[src/rtl/pad_ctrl_if.sv]
`default_nettype none
// ============================================================================
// Module   : pad_ctrl_if
// Purpose  : Bundle of core-side and pad-side signals around one pad_ctrl.
//            master = GPIO/peripheral logic plus pad model,
//            slave  = pad_ctrl.
// Signals  : dir_req  1 = request output, 0 = request input
//            out_val  value to drive in output mode
//            pull_cfg pull setting used in input mode (10 down, 11 up, 00 off)
//            filt_len extra stable cycles before an input change is accepted
//            DIN/OEN/PULL  registered pad controls (OEN=1 releases the pad)
//            DOUT     pad input, asynchronous to clk
//            in_val/rise/fall  filtered level and its edge pulses
//            busy     direction turnaround in progress
// Revision : 1.0  initial release
// ============================================================================
interface pad_ctrl_if #(
  parameter int FILT_W = 4
);
  logic              dir_req;
  logic              out_val;
  logic [1:0]        pull_cfg;
  logic [FILT_W-1:0] filt_len;
  logic              DIN;
  logic              OEN;
  logic [1:0]        PULL;
  logic              DOUT;
  logic              in_val;
  logic              rise;
  logic              fall;
  logic              busy;

  modport master (
    output dir_req, out_val, pull_cfg, filt_len, DOUT,
    input  DIN, OEN, PULL, in_val, rise, fall, busy
  );

  modport slave (
    input  dir_req, out_val, pull_cfg, filt_len, DOUT,
    output DIN, OEN, PULL, in_val, rise, fall, busy
  );
endinterface
`default_nettype wire

[src/rtl/pad_ctrl.sv]
`default_nettype none
// ============================================================================
// Module   : pad_ctrl
// Purpose  : Core-side controller for a bidirectional pad cell. Sequences
//            direction changes through a fixed turnaround, synchronizes and
//            glitch-filters the returning pad level and reports its edges.
// Ports    : clk  system clock, rising edge
//            rst  asynchronous active-high reset; releases the pad at once
//            bus  pad_ctrl_if.slave (direction request, drive value, pull
//                 config, filter length, pad controls, filtered input)
// Params   : FILT_W   width of filt_len and the filter counter
//            TURN_CYC turnaround length in clocks (1..15)
// Config   : PAD_CTRL_EDGE_EN defined   -> rise/fall pulses generated
//            PAD_CTRL_EDGE_EN undefined -> rise/fall tied low
// Revision : 1.0  initial release
// ============================================================================
module pad_ctrl #(
  parameter int FILT_W   = 4,
  parameter int TURN_CYC = 2
) (
  input  wire          clk,
  input  wire          rst,
  pad_ctrl_if.slave    bus
);

  localparam logic [3:0] c_TURN_LOAD = 4'(TURN_CYC - 1);

  typedef enum logic [1:0] {
    ST_IN     = 2'd0,
    ST_TO_OUT = 2'd1,
    ST_OUT    = 2'd2,
    ST_TO_IN  = 2'd3
  } state_t;

  state_t      r_state;
  state_t      w_state_nxt;
  logic [3:0]  r_turn_cnt;
  logic [3:0]  w_turn_nxt;

  logic        r_oen;
  logic        r_din;
  logic [1:0]  r_pull;
  logic        r_busy;
  logic        w_oen_nxt;
  logic        w_din_nxt;
  logic [1:0]  w_pull_nxt;
  logic        w_busy_nxt;

  logic              r_sync1;
  logic              r_sync2;
  logic [FILT_W-1:0] r_filt_cnt;
  logic [FILT_W-1:0] w_filt_nxt;
  logic              r_in_val;
  logic              w_in_val_nxt;

  // --------------------------------------------------------------------------
  // Direction FSM: state and turnaround counter
  // --------------------------------------------------------------------------
  always_ff @(posedge clk or posedge rst) begin
    if (rst) begin
      r_state    <= ST_IN;
      r_turn_cnt <= 4'd0;
    end else begin
      r_state    <= w_state_nxt;
      r_turn_cnt <= w_turn_nxt;
    end
  end

  // A turnaround always runs to completion; dir_req is only looked at in the
  // two settled states.
  always_comb begin
    w_state_nxt = r_state;
    w_turn_nxt  = r_turn_cnt;
    case (r_state)
      ST_IN: begin
        if (bus.dir_req) begin
          w_state_nxt = ST_TO_OUT;
          w_turn_nxt  = c_TURN_LOAD;
        end
      end
      ST_TO_OUT: begin
        if (r_turn_cnt == 4'd0) w_state_nxt = ST_OUT;
        else                    w_turn_nxt  = r_turn_cnt - 4'd1;
      end
      ST_OUT: begin
        if (!bus.dir_req) begin
          w_state_nxt = ST_TO_IN;
          w_turn_nxt  = c_TURN_LOAD;
        end
      end
      ST_TO_IN: begin
        if (r_turn_cnt == 4'd0) w_state_nxt = ST_IN;
        else                    w_turn_nxt  = r_turn_cnt - 4'd1;
      end
      default: begin
        w_state_nxt = ST_IN;
        w_turn_nxt  = 4'd0;
      end
    endcase
  end

  // Pad controls are decoded from the next state so they change on the same
  // edge as the state. Only ST_OUT drives the pad, and it never carries a
  // pull, so a pull can never fight the driver.
  always_comb begin
    w_oen_nxt  = 1'b1;
    w_din_nxt  = 1'b0;
    w_pull_nxt = 2'b00;
    w_busy_nxt = 1'b0;
    case (w_state_nxt)
      ST_IN: begin
        w_pull_nxt = bus.pull_cfg;
      end
      ST_TO_OUT: begin
        w_din_nxt  = bus.out_val;
        w_busy_nxt = 1'b1;
      end
      ST_OUT: begin
        w_oen_nxt  = 1'b0;
        w_din_nxt  = bus.out_val;
      end
      ST_TO_IN: begin
        w_pull_nxt = bus.pull_cfg;
        w_busy_nxt = 1'b1;
      end
      default: begin
        w_oen_nxt  = 1'b1;
      end
    endcase
  end

  always_ff @(posedge clk or posedge rst) begin
    if (rst) begin
      r_oen  <= 1'b1;
      r_din  <= 1'b0;
      r_pull <= 2'b00;
      r_busy <= 1'b0;
    end else begin
      r_oen  <= w_oen_nxt;
      r_din  <= w_din_nxt;
      r_pull <= w_pull_nxt;
      r_busy <= w_busy_nxt;
    end
  end

  // --------------------------------------------------------------------------
  // Input path: 2-flop synchronizer, then a stability filter that only runs
  // while the pad is settled in input mode. During any other state the pad
  // level reflects our own drive or a turnaround, so in_val is frozen.
  // --------------------------------------------------------------------------
  always_ff @(posedge clk or posedge rst) begin
    if (rst) begin
      r_sync1 <= 1'b0;
      r_sync2 <= 1'b0;
    end else begin
      r_sync1 <= bus.DOUT;
      r_sync2 <= r_sync1;
    end
  end

  always_comb begin
    w_filt_nxt   = '0;
    w_in_val_nxt = r_in_val;
    if (r_state == ST_IN) begin
      if (r_sync2 == r_in_val) begin
        w_filt_nxt = '0;
      end else if (r_filt_cnt == bus.filt_len) begin
        // Input differed for filt_len+1 consecutive samples: accept it.
        w_in_val_nxt = r_sync2;
        w_filt_nxt   = '0;
      end else begin
        w_filt_nxt = r_filt_cnt + 1'b1;
      end
    end
  end

  always_ff @(posedge clk or posedge rst) begin
    if (rst) begin
      r_filt_cnt <= '0;
      r_in_val   <= 1'b0;
    end else begin
      r_filt_cnt <= w_filt_nxt;
      r_in_val   <= w_in_val_nxt;
    end
  end

`ifdef PAD_CTRL_EDGE_EN
  logic r_rise;
  logic r_fall;

  // Pulses are registered alongside in_val so they line up with its change.
  always_ff @(posedge clk or posedge rst) begin
    if (rst) begin
      r_rise <= 1'b0;
      r_fall <= 1'b0;
    end else begin
      r_rise <= ~r_in_val &  w_in_val_nxt;
      r_fall <=  r_in_val & ~w_in_val_nxt;
    end
  end

  assign bus.rise = r_rise;
  assign bus.fall = r_fall;
`else
  assign bus.rise = 1'b0;
  assign bus.fall = 1'b0;
`endif

  assign bus.OEN    = r_oen;
  assign bus.DIN    = r_din;
  assign bus.PULL   = r_pull;
  assign bus.busy   = r_busy;
  assign bus.in_val = r_in_val;

endmodule
`default_nettype wire

[src/flat_wrapper.sv]
// flat-port wrapper written by rule: the top's interface ports become plain ports
module pad_ctrl_flat 
#(
  parameter int FILT_W   = 4,
  parameter int TURN_CYC = 2
)
  (clk, rst, bus_dir_req, bus_out_val, bus_pull_cfg, bus_filt_len, bus_DOUT, bus_DIN, bus_OEN, bus_PULL, bus_in_val, bus_rise, bus_fall, bus_busy);
  pad_ctrl_if #(.FILT_W(FILT_W)) bus_i ();
  input  wire clk;
  input  wire rst;
  input wire logic [$bits(bus_i.dir_req)-1:0] bus_dir_req;
  input wire logic [$bits(bus_i.out_val)-1:0] bus_out_val;
  input wire logic [$bits(bus_i.pull_cfg)-1:0] bus_pull_cfg;
  input wire logic [$bits(bus_i.filt_len)-1:0] bus_filt_len;
  input wire logic [$bits(bus_i.DOUT)-1:0] bus_DOUT;
  output wire logic [$bits(bus_i.DIN)-1:0] bus_DIN;
  output wire logic [$bits(bus_i.OEN)-1:0] bus_OEN;
  output wire logic [$bits(bus_i.PULL)-1:0] bus_PULL;
  output wire logic [$bits(bus_i.in_val)-1:0] bus_in_val;
  output wire logic [$bits(bus_i.rise)-1:0] bus_rise;
  output wire logic [$bits(bus_i.fall)-1:0] bus_fall;
  output wire logic [$bits(bus_i.busy)-1:0] bus_busy;
  assign bus_i.dir_req = bus_dir_req;
  assign bus_i.out_val = bus_out_val;
  assign bus_i.pull_cfg = bus_pull_cfg;
  assign bus_i.filt_len = bus_filt_len;
  assign bus_i.DOUT = bus_DOUT;
  assign bus_DIN = bus_i.DIN;
  assign bus_OEN = bus_i.OEN;
  assign bus_PULL = bus_i.PULL;
  assign bus_in_val = bus_i.in_val;
  assign bus_rise = bus_i.rise;
  assign bus_fall = bus_i.fall;
  assign bus_busy = bus_i.busy;
  pad_ctrl #(.FILT_W(FILT_W), .TURN_CYC(TURN_CYC)) u_core (.clk(clk), .rst(rst), .bus(bus_i));
endmodule
[config.mk]
export PLATFORM = sky130hd
export DESIGN_NAME = pad_ctrl_flat
export DESIGN_NICKNAME = d
export VERILOG_FILES = /design/src/rtl/pad_ctrl_if.sv /design/src/rtl/pad_ctrl.sv /design/src/flat_wrapper.sv
export SDC_FILE = /design/constraint.sdc
export NUM_CORES = 1
export LEC_CHECK = 0
export CAP_MARGIN = 20
export CORE_ASPECT_RATIO = 0.7
export CORE_MARGIN = 5
export CORE_UTILIZATION = 35
export CTS_BUF_LIST = sky130_fd_sc_hd__clkbuf_8
export DETAILED_ROUTE_END_ITERATION = 12
export HOLD_SLACK_MARGIN = 0.08
export PLACE_DENSITY = 0.57
export SYNTH_ARGS = -nofsm -noshare
export SYNTH_HDL_FRONTEND = slang
export SYNTH_SLANG_ARGS = --single-unit
[constraint.sdc]
create_clock -name clk -period 1.6 [get_ports clk]
set_clock_uncertainty 0.1 [all_clocks]
set_input_delay 0.32 -clock clk [delete_from_list [all_inputs] [get_ports clk]]
set_output_delay 0.32 -clock clk [all_outputs]
set_load 0.02 [all_outputs]
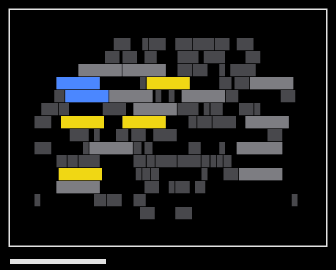
(run_1/ff_map.png)
Scale bar: 20 um. Other sequential cells in the stronger gray, the rest of the logic in the fainter gray.
netlist name	color	placed flops
`u_core.r_turn_cnt`	yellow	4
`u_core.bus.PULL`	blue	2
not colored	11
Flop area: 427 um^2
Seq power: 0.656 mW

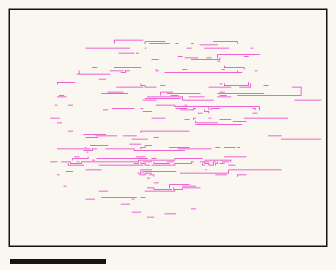
(run_1/m1.png)
Scale bar: 20 um.
share of all routed wire	47%
main direction	horizontal
wire length on this layer	604 um
nets with wire on the layer	99
longest straight run	17.7 um
vias: 539
met1 usage: 11.6%
final wirelength: 1280 um

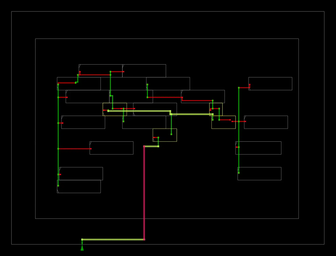
(run_1/clock_nets.png)
CTS Buf Count: 3
clock buf count: 3
P_clk: 0.316 mW

==> results.py, run 1 <==
# Metrics from the implementation run
metrics = {
    "global_routing": {
        "track_usage_pct": 8.85,
        "grt_busiest_layer": "met2",
        "grt_pass1_vias": 489,
        "overflow": 0,
        "grtUsageMet3_pct": 4.15,
        "antenna_found_initial": 0,
        "grt_pass1_wl_um": 2110,
    },
    "clock_network": {
        "cts_tree": "built",
        "ctsLongestPathBuffers": 2,
        "clockRootBuffer": "clkbuf_8",
        "clk_latency_ns": 0.25,
        "clock_sinks": 17,
        "path_clk_slew_ns": 0.06,
        "cts-hold-fix-buffers": 0,
    },
    "synth": {
        "flop_cell": "dfrtp_1",
        "synth_async_sr_flop_share_pct": 100,
        "ys_area_um2": 772,
        "synth.distinct_cells": 27,
        "syn_area_per_cell_um2": 11.0,
        "ys.flops": 17,
        "ys_seq_share_pct": 55.3,
        "edf_count": 0,
    },
    "sta": {
        "setup_viol": 0,
        "timing.final.ws_setup_ns": 0.0718,
        "finalCritPeriodShare_pct": 95.5,
        "rsz0062_at_grt": "false",
        "fmax_ghz": 0.654,
        "hold_violations": 0,
        "finalSetupTns_ns": 0,
    },
    "worst_setup_path": {
        "cp_slowest_cell": "dfrtp_1",
        "path_cells": "inv_1, ha_1, nor3b_2, buf_4, nand2b_4, mux2_2",
        "worstPathArrival_ns": 1.56,
        "max_stage_delay_ns": 0.34,
        "critPathKind": "reg -> reg",
        "worst_setup_path_start_kind": "register",
    },
    "place": {
        "globalplace.congestion": 0.802,
        "place.detailed.hpwl_um": 1030,
        "portBuffers": 16,
        "placed_cell_area_um2": 981,
        "place_ws_ns": -0.228,
    },
    "run_status": {
        "status": "completed",
    },
    "routing": {
        "detail_route.vias_per_cell": 4.31,
        "drc": 0,
        "ant_nets": 0,
        "wire_per_inst_um": 10.2,
    },
    "floorplanning": {
        "die_h_um": 49.3,
        "core_mm2": 0.00212,
        "chip_area_mm2": 0.00326,
        "fp_util_pct": 36.4,
        "die_width_um": 66.1,
    },
    "finish": {
        "diodes": 0,
        "layout_top_cell": "dfrtp_1",
        "synthToLayoutAreaGrowth_pct": 36.6,
        "drive_gt1_share_pct": 17.2,
        "fin_util_pct": 49.8,
    },
    "power": {
        "leakagePower_nw": 0.511,
        "max-vdd-ir-drop_uv": 632,
        "total_power_mw": 1.63,
        "power_density_mw_per_mm2": 1550,
    },
    "hold_path": {
        "min_delay_path_depth": 0,
    },
    "job": {
        "warnings": 26,
    },
}
-- run 1: cells by family after synthesis --
| group | count (synthesis) | synth area share (%) |
|---|---|---|
| simple gates | 20 | 14.3 |
| compound gates | 9 | 6.97 |
| flops | 17 | 55.3 |
| xor+xnor | 9 | 10.2 |
| fa+ha+maj | 2 | 3.24 |
| buf+inv | 10 | 6.16 |
| other cells | 1 | 0.486 |
| mux | 2 | 3.40 |
-- run 1: path summary, 6_finish.rpt --
| check | to | slack (ns) | from |
|---|---|---|---|
| max | u_core.r_turn_cnt[0] | 0.07 | u_core.r_turn_cnt[0] |
| min | u_core.r_sync2 | 0.25 | u_core.r_sync1 |
| max reg2reg | u_core.r_turn_cnt[0] | 0.07 | u_core.r_turn_cnt[0] |
| min reg2reg | u_core.r_sync2 | 0.25 | u_core.r_sync1 |
| max in group asynchronous | u_core.bus.OEN | 0.88 | rst |
| min in group asynchronous | u_core.r_turn_cnt[2] | 0.28 | rst |
-- run 1: synth_stat cells, types with 2 or more instances --
cell type	n	share of area, %
xor2_1	7	7.9
xnor2_1	2	2.3
nand2_1	2	0.97
nor2_1	7	3.4
dfrtp_1	16	52
nor2b_1	2	1.6
and2_1	2	1.6
buf_4	2	1.9
ha_1	2	3.2
a21oi_1	3	1.9
nand3_1	2	1.3
o21ai_0	3	1.9
inv_1	6	2.9
-- run 1: layer usage --
| layer | vias to the layer above | part of all wire [%] |
|---|---|---|
| li1 | 272 | - |
| met1 | 253 | 47 |
| met2 | 12 | 46 |
| met3 | 2 | 5.2 |
| met4 | 0 | 1.5 |
| met5 | - | 0 |
-- run 1: registers in the layout, summed over array words and instances (netlist names) --
signal             cells
u_core.bus.DIN         1
u_core.bus.OEN         1
u_core.bus.PULL        2
u_core.bus.busy        1
u_core.bus.in_val      1
u_core.r_filt_cnt      4
u_core.r_state         1
u_core.r_sync1         1
u_core.r_sync2         1
u_core.r_turn_cnt      4
-- run 1: worst max-delay path: cells and delay by family, from the launching register on --
family / cells / cell delay, ns
adder cells (fa/ha/maj): 1 / 0.22
multiplexers: 1 / 0.25
flip-flops: 1 / 0.34
buffers and inverters: 2 / 0.20
AND/OR/NAND/NOR: 2 / 0.31
-- run 1: report_power, final --
| group | switching, mW | internal [mW] | total, mW |
|---|---|---|---|
| Clock | 0.141 | 0.175 | 0.316 |
| Sequential | 0.0922 | 0.564 | 0.656 |
| Combinational | 0.326 | 0.337 | 0.663 |
| Total | 0.559 | 1.08 | 1.63 |
-- run 1: area by class of cell --
cell class              instances  area [um^2]  area share [%]
clock inverters                 1         7.51           0.712
inverters                       6         22.5            2.14
well taps                      32         40.0            3.80
flip-flops and latches         17          427            40.5
multi-input cells              44          314            29.8
repair buffers                 22          203            19.2
clock buffers                   3         41.3            3.91
-- run 1: per-stage QoR --
| stage | hold slack (ns) | instances |
|---|---|---|
| global placement | 0.233 | 119 |
| CTS | 0.251 | 123 |
| global route | 0.256 | 125 |
| finish | 0.249 | 125 |
| floorplan | 0.145 | 71 |
| detailed placement | 0.235 | 119 |
-- run 1: repair_timing --
action,4_1_cts,5_1_grt
buffers inserted,0,2
gates resized,6,4
setup endpoints to repair,6,4
endpoints found under the hold margin,0,0
pin swaps,0,2
==> run 1 -> run 2 <==
Settings changed: CTS_BUF_LIST sky130_fd_sc_hd__clkbuf_8 to default.
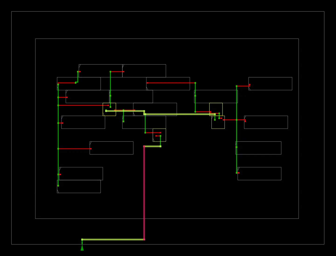
(run_2/clock_nets.png)
CTS sink count: 17
Clk Latency, worst-skew pair: 0.29 ns

==> run 2 against run 1 <==
Against the previous run:
- first-iteration DRC count shrank 5.9%
- utilization fell by 0.71 points
- die size stayed put
- design area fell by 1.4%
- register-to-register slack about the same
- global-route usage unchanged
- routed wire length grew 1.1%
- sequential share of layout area is 0.58 points higher
- power shrank 3.8%
- combinational power rose by 3.8%
- clock-buffer cell count is the same
- highest routed layer unchanged
==> results.py, run 2 <==
# Metrics from the implementation run
metrics = {
    "place": {
        "globalplace.congestion": 0.802,
        "placedCellCount": 119,
        "placed_cell_area_um2": 981,
        "portBuffers": 16,
        "place.detailed.hpwl_um": 1030,
        "place_ws_ns": -0.228,
    },
    "synth": {
        "synth.logic.top_family": "simple AND/OR/NAND/NOR gates",
        "xor_area_share_pct": 10.2,
        "syn_area_per_cell_um2": 11.0,
        "synthAoiAreaFrac_pct": 6.97,
        "ys_area_um2": 772,
        "edf_count": 0,
        "synth_async_sr_flop_share_pct": 100,
        "top_cell": "dfrtp_1",
        "flop_cell": "dfrtp_1",
        "synth-simple-area-share_pct": 14.3,
        "synth_cells": 70,
        "yosysTopAreaCell": "dfrtp_1",
        "top_cells_by_area": "dfrtp_1, xor2_1, dfstp_2, nor2_1, ha_1",
        "ys_cells": 70,
        "top_area_share_pct": 51.9,
        "ys.flops": 17,
        "top_cells_by_count": "dfrtp_1, nor2_1, xor2_1",
        "synth-adder-area-share_pct": 3.24,
        "synth.distinct_cells": 27,
        "ys_seq_share_pct": 55.3,
        "ys_sh_mux_pct": 3.40,
    },
    "clock_network": {
        "cts_max_level": 1,
        "cts_tree": "built",
        "path_clk_slew_ns": 0.10,
        "ctsLongestPathBuffers": 2,
        "cts-hold-fix-buffers": 0,
        "clockRootBuffer": "clkbuf_4",
        "numCtsBuffers": 3,
    },
    "floorplanning": {
        "rows": 14,
        "chip_area_mm2": 0.00326,
        "fp_util_pct": 36.4,
        "die_h_um": 49.3,
        "die_width_um": 66.1,
        "core_mm2": 0.00212,
    },
    "power": {
        "p_sw_share_pct": 35.7,
        "p_int_mw": 1.01,
        "p_switching_mw": 0.561,
        "leakagePower_nw": 0.491,
        "p_seq_share_pct": 41.7,
        "pwr-share-comb_pct": 43.7,
        "max-vdd-ir-drop_uv": 603,
        "power_density_mw_per_mm2": 1510,
        "total_power_mw": 1.57,
        "p_clk_share_pct": 14.6,
    },
    "worst_setup_path": {
        "worstPathArrival_ns": 1.63,
        "path_cells": "inv_1, ha_1, nor3b_2, buf_4, nand2b_4, mux2_2",
        "max_stage_delay_ns": 0.36,
        "critPathKind": "reg -> reg",
        "cp_slowest_cell": "dfrtp_1",
        "worst_setup_path_start_kind": "register",
        "crit_fanout": 3,
    },
    "routing": {
        "vias": 539,
        "wire_per_inst_um": 10.3,
        "drtIter0Drc": 16,
        "ant_nets": 0,
        "drt_wl_total_um": 1290,
        "drc": 0,
        "detail_route.vias_per_cell": 4.28,
    },
    "global_routing": {
        "overflow": 0,
        "grt_pass1_wl_um": 2120,
        "antenna_found_initial": 0,
        "track_usage_pct": 8.85,
        "grt_pass1_vias": 492,
    },
    "finish": {
        "diodes": 0,
        "layout_top_cell": "dfrtp_1",
        "fin_util_pct": 49.1,
        "instances_no_fill": 126,
        "drive_gt1_share_pct": 18.1,
        "final_area_mm2": 0.00104,
        "synthToLayoutAreaGrowth_pct": 34.7,
    },
    "sta": {
        "fmax_ghz": 0.649,
        "setup_viol": 0,
        "rsz0062_at_grt": "false",
        "finalCritPeriodShare_pct": 96.3,
        "timing.final.ws_setup_ns": 0.0594,
        "hold_violations": 0,
    },
    "job": {
        "warnings": 26,
    },
    "run_status": {
        "status": "completed",
    },
}
-- run 2: area by class of cell --
type,instances,area [um^2]
multi-input cells,44,314
repair buffers,23,206
inverters,6,22.5
clock inverters,1,7.51
fillers,197,1080
clock buffers,3,22.5
flip-flops and latches,17,427
well taps,32,40.0
-- run 2: metrics by stage --
| step | setup TNS [ns] | hold slack, ns |
|---|---|---|
| CTS | 0 | 0.225 |
| global route | 0 | 0.253 |
| floorplan | 0 | 0.145 |
| global placement | -0.713 | 0.233 |
| detailed placement | -0.805 | 0.235 |
| finish | 0 | 0.230 |
-- run 2: layer usage --
layer	GRT usage, %	up-vias	share of wire, %
met5	0	-	0
met4	4.05	0	1.5
met3	4.15	2	5.3
met2	12.2	12	45
met1	11.6	253	48
li1	-	272	-
-- run 2: cells by family (layout without fill, tap and decap cells) --
logic type / Yosys count / count (layout)
AOI/OAI and AO/OA: 9 / 9
xor gates and xnor gates: 9 / 9
adders and majority gates: 2 / 2
buffers and inverters: 10 / 33
DFF: 17 / 17
muxes: 2 / 2
other: 1 / 2
and+or+nand+nor: 20 / 20
-- run 2: worst max-delay path: cells and delay by family, from the launching register on --
family / cells / cell delay [ns]
mux: 1 / 0.25
buf+inv: 2 / 0.20
flops: 1 / 0.36
fa+ha+maj: 1 / 0.22
simple gates: 2 / 0.31
-- run 2: final timing paths --
kind	from	to	slack [ns]
worst min register to register	u_core.r_sync1	u_core.r_sync2	0.26
worst max-delay path	u_core.r_turn_cnt[0]	u_core.r_turn_cnt[0]	0.06
worst max register to register	u_core.r_turn_cnt[0]	u_core.r_turn_cnt[0]	0.06
min in group clk	u_core.r_sync1	u_core.r_sync2	0.26
worst min-delay path	rst	u_core.r_sync1	0.23
max in group asynchronous	rst	u_core.bus.OEN	0.92
-- run 2: what timing repair did --
action / 4_1_cts / 5_1_grt
pin swaps: 0 / 1
setup buffers: 0 / 3
resized: 6 / 3
setup endpoints to repair: 6 / 5
-- run 2: power groups by stage --
stage / Combinational [mW] / Sequential, mW / Clock, mW
3_5_place_dp: 0.663 / 0.667 / 0
4_1_cts: 0.627 / 0.656 / 0.242
5_1_grt: 0.764 / 0.673 / 0.264
2_1_floorplan: 0.376 / 0.700 / 0
3_3_place_gp: 0.654 / 0.661 / 0
6_report: 0.688 / 0.656 / 0.229
Power is estimated from default activity; no workload was simulated.
